File: config.mk
export PLATFORM = sky130hd
export DESIGN_NAME = seqdiv32_flat
export DESIGN_NICKNAME = d
export VERILOG_FILES = /design/src/rtl/fpdiv_pkg.sv /design/src/rtl/seqdiv32_if.sv /design/src/rtl/prefix_addsub.sv /design/src/rtl/seqdiv32.sv /design/src/flat_wrapper.sv
export SDC_FILE = /design/constraint.sdc
export NUM_CORES = 1
export LEC_CHECK = 0
export CAP_MARGIN = 20
export CORE_MARGIN = 2
export CORE_UTILIZATION = 30
export DETAILED_ROUTE_END_ITERATION = 8
export DONT_BUFFER_PORTS = 1
export MAX_ROUTING_LAYER = met4
export PLACE_DENSITY = 0.42
export SLEW_MARGIN = 20
export SYNTH_ARGS = -nofsm -noshare
export SYNTH_HDL_FRONTEND = slang
export SYNTH_HIERARCHICAL = 1
export SYNTH_SLANG_ARGS = --single-unit
File: constraint.sdc
create_clock -name clk -period 4 [get_ports clk]
set_input_delay 0.4 -clock clk [delete_from_list [all_inputs] [get_ports clk]]
set_output_delay 0.4 -clock clk [all_outputs]
set_load 0.01 [all_outputs]
File: src/rtl/fpdiv_pkg.sv
// Shared types and constants for the iterative divider datapath.
package fpdiv_pkg;

   localparam int unsigned DefaultWidth = 32;

   // Fill bit for the quotient reported on divide-by-zero (all ones).
   localparam logic DbzFill = 1'b1;

   typedef enum logic [1:0] {StIdle, StCalc, StDone} div_state_e;

   // Carry-merge cell on {generate, propagate} pairs; hi is the more significant span.
   function automatic logic [1:0] pg_merge(input logic [1:0] hi, input logic [1:0] lo);
      return {hi[1] | (hi[0] & lo[1]), hi[0] & lo[0]};
   endfunction

endpackage

File: src/rtl/seqdiv32_if.sv
// Operand/result handshake bundle for seqdiv32.
interface seqdiv32_if import fpdiv_pkg::*; #(
   parameter int unsigned WIDTH = DefaultWidth
) ();

   logic             in_valid;
   logic             in_ready;
   logic [WIDTH-1:0] dividend;
   logic [WIDTH-1:0] divisor;
   logic             out_valid;
   logic             out_ready;
   logic [WIDTH-1:0] quotient;
   logic [WIDTH-1:0] remainder;
   logic             div_by_zero;

   modport master (
      output in_valid, dividend, divisor, out_ready,
      input  in_ready, out_valid, quotient, remainder, div_by_zero
   );

   modport slave (
      input  in_valid, dividend, divisor, out_ready,
      output in_ready, out_valid, quotient, remainder, div_by_zero
   );

endinterface

File: src/rtl/prefix_addsub.sv
// N-bit Kogge-Stone adder/subtractor; cin=1 inverts b so the result is a - b.
module prefix_addsub import fpdiv_pkg::*; #(
   parameter int unsigned N = 33
) (
   input  logic [N-1:0] a,
   input  logic [N-1:0] b,
   input  logic         cin,
   output logic [N-1:0] sum,
   output logic         cout
);

   localparam int Levels = $clog2(N);

   logic [N-1:0] b_eff;
   logic [N-1:0] p_bit;
   logic [N-1:0] g_lvl, p_lvl;
   logic [N-1:0] g_nxt, p_nxt;

   always_comb begin
      b_eff = b ^ {N{cin}};
      p_bit = a ^ b_eff;
      g_lvl = a & b_eff;
      p_lvl = p_bit;
      // Fold carry-in into bit 0 so every prefix span starts from the LSB.
      g_lvl[0] = g_lvl[0] | (p_bit[0] & cin);
      g_nxt = g_lvl;
      p_nxt = p_lvl;
      for (int lvl = 0; lvl < Levels; lvl++) begin
         g_nxt = g_lvl;
         p_nxt = p_lvl;
         for (int i = 0; i < int'(N); i++) begin
            if (i >= (1 << lvl)) begin
               {g_nxt[i], p_nxt[i]} = pg_merge({g_lvl[i], p_lvl[i]},
                                               {g_lvl[i - (1 << lvl)], p_lvl[i - (1 << lvl)]});
            end
         end
         g_lvl = g_nxt;
         p_lvl = p_nxt;
      end
      sum  = p_bit ^ {g_lvl[N-2:0], cin};
      cout = g_lvl[N-1];
   end

endmodule

File: src/rtl/seqdiv32.sv
// Iterative unsigned restoring divider: one quotient bit per cycle, valid/ready in and out.
module seqdiv32 import fpdiv_pkg::*; #(
   parameter int unsigned WIDTH = DefaultWidth
) (
   input logic       clk,
   input logic       rst_n,
   seqdiv32_if.slave bus
);

   localparam int unsigned CntW = $clog2(WIDTH);

   div_state_e       state_q, state_d;
   logic [CntW-1:0]  cnt_q, cnt_d;
   logic [WIDTH-1:0] q_q, q_d;
   logic [WIDTH:0]   rem_q, rem_d;
   logic [WIDTH-1:0] divisor_q, divisor_d;
   logic             dbz_q, dbz_d;

   logic [WIDTH:0]   shifted, trial;
   logic             no_borrow;
   logic             accept, release_res;
   logic             unused_rem_msb;

   assign accept         = bus.in_valid && (state_q == StIdle);
   assign release_res    = bus.out_ready && (state_q == StDone);
   assign shifted        = {rem_q[WIDTH-1:0], q_q[WIDTH-1]};
   // The top remainder bit only absorbs the shift-in and is zero after every update.
   assign unused_rem_msb = rem_q[WIDTH];

   prefix_addsub #(
      .N(WIDTH + 1)
   ) u_addsub (
      .a   (shifted),
      .b   ({1'b0, divisor_q}),
      .cin (1'b1),
      .sum (trial),
      .cout(no_borrow)
   );

   always_ff @(posedge clk or negedge rst_n) begin
      if (!rst_n) begin
         state_q <= StIdle;
      end else begin
         state_q <= state_d;
      end
   end

   always_comb begin
      state_d = state_q;
      unique case (state_q)
         StIdle: if (bus.in_valid) state_d = (bus.divisor == '0) ? StDone : StCalc;
         StCalc: if (cnt_q == '0) state_d = StDone;
         StDone: if (bus.out_ready) state_d = StIdle;
         default: state_d = StIdle;
      endcase
   end

   always_comb begin
      bus.in_ready    = (state_q == StIdle);
      bus.out_valid   = (state_q == StDone);
      bus.quotient    = q_q;
      bus.remainder   = rem_q[WIDTH-1:0];
      bus.div_by_zero = dbz_q;
   end

   always_comb begin
      cnt_d     = cnt_q;
      q_d       = q_q;
      rem_d     = rem_q;
      divisor_d = divisor_q;
      dbz_d     = dbz_q;
      if (accept) begin
         divisor_d = bus.divisor;
         if (bus.divisor == '0) begin
            q_d   = {WIDTH{DbzFill}};
            rem_d = {1'b0, bus.dividend};
            dbz_d = 1'b1;
         end else begin
            q_d   = bus.dividend;
            rem_d = '0;
            cnt_d = CntW'(WIDTH - 1);
         end
      end else if (state_q == StCalc) begin
         rem_d = no_borrow ? trial : shifted;
         q_d   = {q_q[WIDTH-2:0], no_borrow};
         if (cnt_q != '0) cnt_d = cnt_q - 1'b1;
      end else if (release_res) begin
         dbz_d = 1'b0;
      end
   end

   always_ff @(posedge clk or negedge rst_n) begin
      if (!rst_n) begin
         cnt_q     <= '0;
         q_q       <= '0;
         rem_q     <= '0;
         divisor_q <= '0;
         dbz_q     <= 1'b0;
      end else begin
         cnt_q     <= cnt_d;
         q_q       <= q_d;
         rem_q     <= rem_d;
         divisor_q <= divisor_d;
         dbz_q     <= dbz_d;
      end
   end

endmodule

File: src/flat_wrapper.sv
// flat-port wrapper written by rule: the top's interface ports become plain ports
module seqdiv32_flat import fpdiv_pkg::*;
#(
   parameter int unsigned WIDTH = DefaultWidth
)
  (clk, rst_n, bus_in_valid, bus_dividend, bus_divisor, bus_out_ready, bus_in_ready, bus_out_valid, bus_quotient, bus_remainder, bus_div_by_zero);
  seqdiv32_if #(.WIDTH(WIDTH)) bus_i ();
  input logic clk;
  input logic rst_n;
  input wire logic [$bits(bus_i.in_valid)-1:0] bus_in_valid;
  input wire logic [$bits(bus_i.dividend)-1:0] bus_dividend;
  input wire logic [$bits(bus_i.divisor)-1:0] bus_divisor;
  input wire logic [$bits(bus_i.out_ready)-1:0] bus_out_ready;
  output wire logic [$bits(bus_i.in_ready)-1:0] bus_in_ready;
  output wire logic [$bits(bus_i.out_valid)-1:0] bus_out_valid;
  output wire logic [$bits(bus_i.quotient)-1:0] bus_quotient;
  output wire logic [$bits(bus_i.remainder)-1:0] bus_remainder;
  output wire logic [$bits(bus_i.div_by_zero)-1:0] bus_div_by_zero;
  assign bus_i.in_valid = bus_in_valid;
  assign bus_i.dividend = bus_dividend;
  assign bus_i.divisor = bus_divisor;
  assign bus_i.out_ready = bus_out_ready;
  assign bus_in_ready = bus_i.in_ready;
  assign bus_out_valid = bus_i.out_valid;
  assign bus_quotient = bus_i.quotient;
  assign bus_remainder = bus_i.remainder;
  assign bus_div_by_zero = bus_i.div_by_zero;
  seqdiv32 #(.WIDTH(WIDTH)) u_core (.clk(clk), .rst_n(rst_n), .bus(bus_i));
endmodule
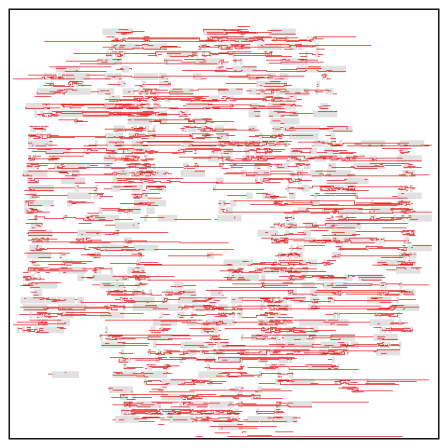
(run_1/met1.png)
longest straight run: 63.9 um
share of all routed wire: 47%
total routed wirelength: 21,400 um
via total after detailed routing: 5,872

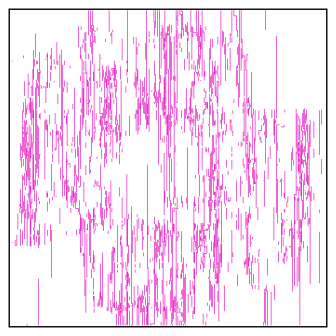
(run_1/met2.png)
nets with wire on the layer: 731
wire length on this layer: 9,630 um
share of all routed wire: 45%
met2 usage in global routing: 0.281

==> notes.md, run 1 <==
The layout was made with Yosys and OpenROAD.

The run finished, with violations left. The final reports fail on negative hold slack. Endpoints failing hold in the final report were tallied at 9. Setup repair after global routing left no endpoint under its margin. In this run the worst hold path is classified as in -> async.

The area growth from synthesis to final layout is 8.78%. For this run, the slowest stage of the critical path takes around 0.47 ns. The routed design shows a via density per instance of 5.40.

In the final layout, excluding clock inverters the inverter count is 15. The cell area after synthesis is 6950 um2. The end-of-flow timing check tallies setup violations at 0. Signal routing reaches up to met4. The total of max-cap violations is 0. The count of instances resized after the clock tree is built is 0.

The post-CTS setup-driven buffer insertion count is 0. In this run the worst setup path begins at u_core/rem_q[1]. The layout buffer count excluding clock buffers is 9. In the CTS report, the clock slew at the register clock pins of the worst setup and hold paths is listed as roughly 0.070 ns.

The timing report lists the critical path depth as 14 cells. STA lists the maximum fanout along the critical path as 33. Per the timing report, the most critical flop-to-flop path finishes at u_core/rem_q[24]. The part of the power in registers is 0.319. The number of standard cells in the final layout excluding fillers is 1,087. The layout multi-input combinational cell count is 658. In this run, the number of DRC markers left after iteration 0 of detailed routing was 527. The net count of the finished layout is 899. The share of the final layout cell area in multi-input gates is 0.541. Port buffering added 0 buffers. The cell area after layout is 7560 um2. The total clock sinks is 104. The required time of the worst setup path is 4.23 ns. The maximum VDD drop is between 0.6 and 0.7 mV. The analysis attributes to net switching a power of 0.00334 W. The detail-routed net length per standard cell is 19.7 um. The antenna diode count is 0. The worst-case clock buffer depth is 2.

The die is 156 um wide. The inserted tap cell count is roughly 290. The routed design uses 1360 um of met3 wire. The switching share of power is 0.476. In the routed design, unresolved DRC markers number 0. The cell class with the largest area share is combinational gates.

The power report attributes to the clock group a share of 0.152. The hold slack is -0.0104 ns. In the floorplan report the effective utilization is 0.306.

The synthesis log from Yosys contains 6 warnings. The first-pass iteration count of the detailed router is 6. The multi-input logic area is 4090 um2. Total power for the finished layout comes to ~0.007 W.

The synthesized netlist handed to floorplanning was reported with a cell count of slightly above 800.
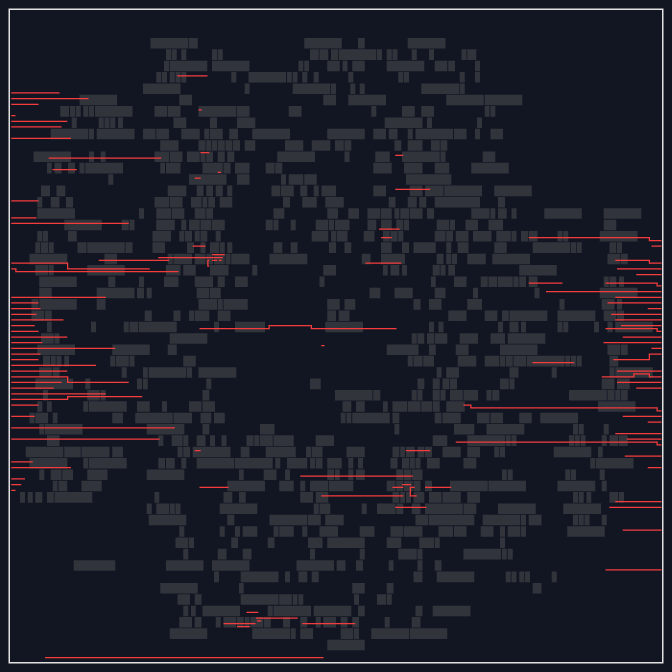
(run_1/met3.png)
wire length on this layer: 1,360 um
share of all routed wire: 6.3%
main direction: horizontal
nets with wire on the layer: 102
longest straight run: 66.5 um
met3 capacity usage during global routing: 0.0432

==> run 1 -> run 2 <==
--- a/config.mk
+++ b/config.mk
@@ -10,7 +10,6 @@
 export CORE_UTILIZATION = 30
 export DETAILED_ROUTE_END_ITERATION = 8
 export DONT_BUFFER_PORTS = 1
-export MAX_ROUTING_LAYER = met4
 export PLACE_DENSITY = 0.42
 export SLEW_MARGIN = 20
 export SYNTH_ARGS = -nofsm -noshare
==> notes.md, run 2 <==
The layout was made with Yosys and OpenROAD.

Status: finished with violations (unchanged). Failing checks: negative hold slack (unchanged). The share of the final layout cell area in multi-input gates is 0.541 (unchanged). The clock-pin slew reported for the worst setup and hold paths after clock tree synthesis came to 0.07 ns (about the same). The met3 track demand over resource in global routing is 0.0493 (was 0.0432).

The required time of the worst setup path came to 4.23 ns (about the same). The hold slack is -0.00955 ns (was -0.0104 ns). The largest fanout on the critical path is 33 (unchanged). The first-pass iteration count of the detailed router is 5 (was 6). The type of the tightest min-delay check was in -> async (unchanged). The maximum VDD drop is 0.619 mV (was 0.618 mV). The cell area after synthesis came to 6950 um2 (unchanged). The total of max-cap violations is 0 (unchanged). The switching share of power is 0.476 (about the same). The count of instances resized after the clock tree is built is 0 (unchanged).

The horizontal die dimension is 156 um (unchanged). The net count of the finished layout is 899 (unchanged). The final count of hold timing violations came to 9 (unchanged). The launch point of the critical path is u_core/rem_q[6] (was u_core/rem_q[1]).

The cell area after layout came to 7560 um2 (unchanged). Setup repair after global routing missed its margin: false (unchanged). The inserted tap cell count is 285 (unchanged). The multi-input logic area is 4090 um2 (unchanged). The number of standard cells in the final layout excluding fillers came to 1,087 (unchanged).

The cell class with the largest area share was combinational gates (unchanged). The antenna diode count is 0 (unchanged).
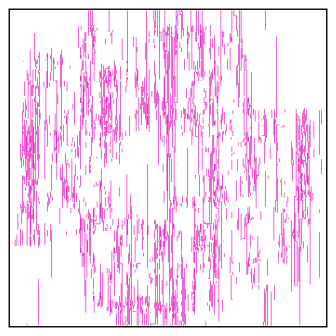
(run_2/met2.png)
main direction: vertical
share of all routed wire: 45%
nets with wire on the layer: 737
met2 usage in global routing: 0.279
via total after detailed routing: 5,841

Power figures rest on the tool's default switching activity, not on a simulated workload.
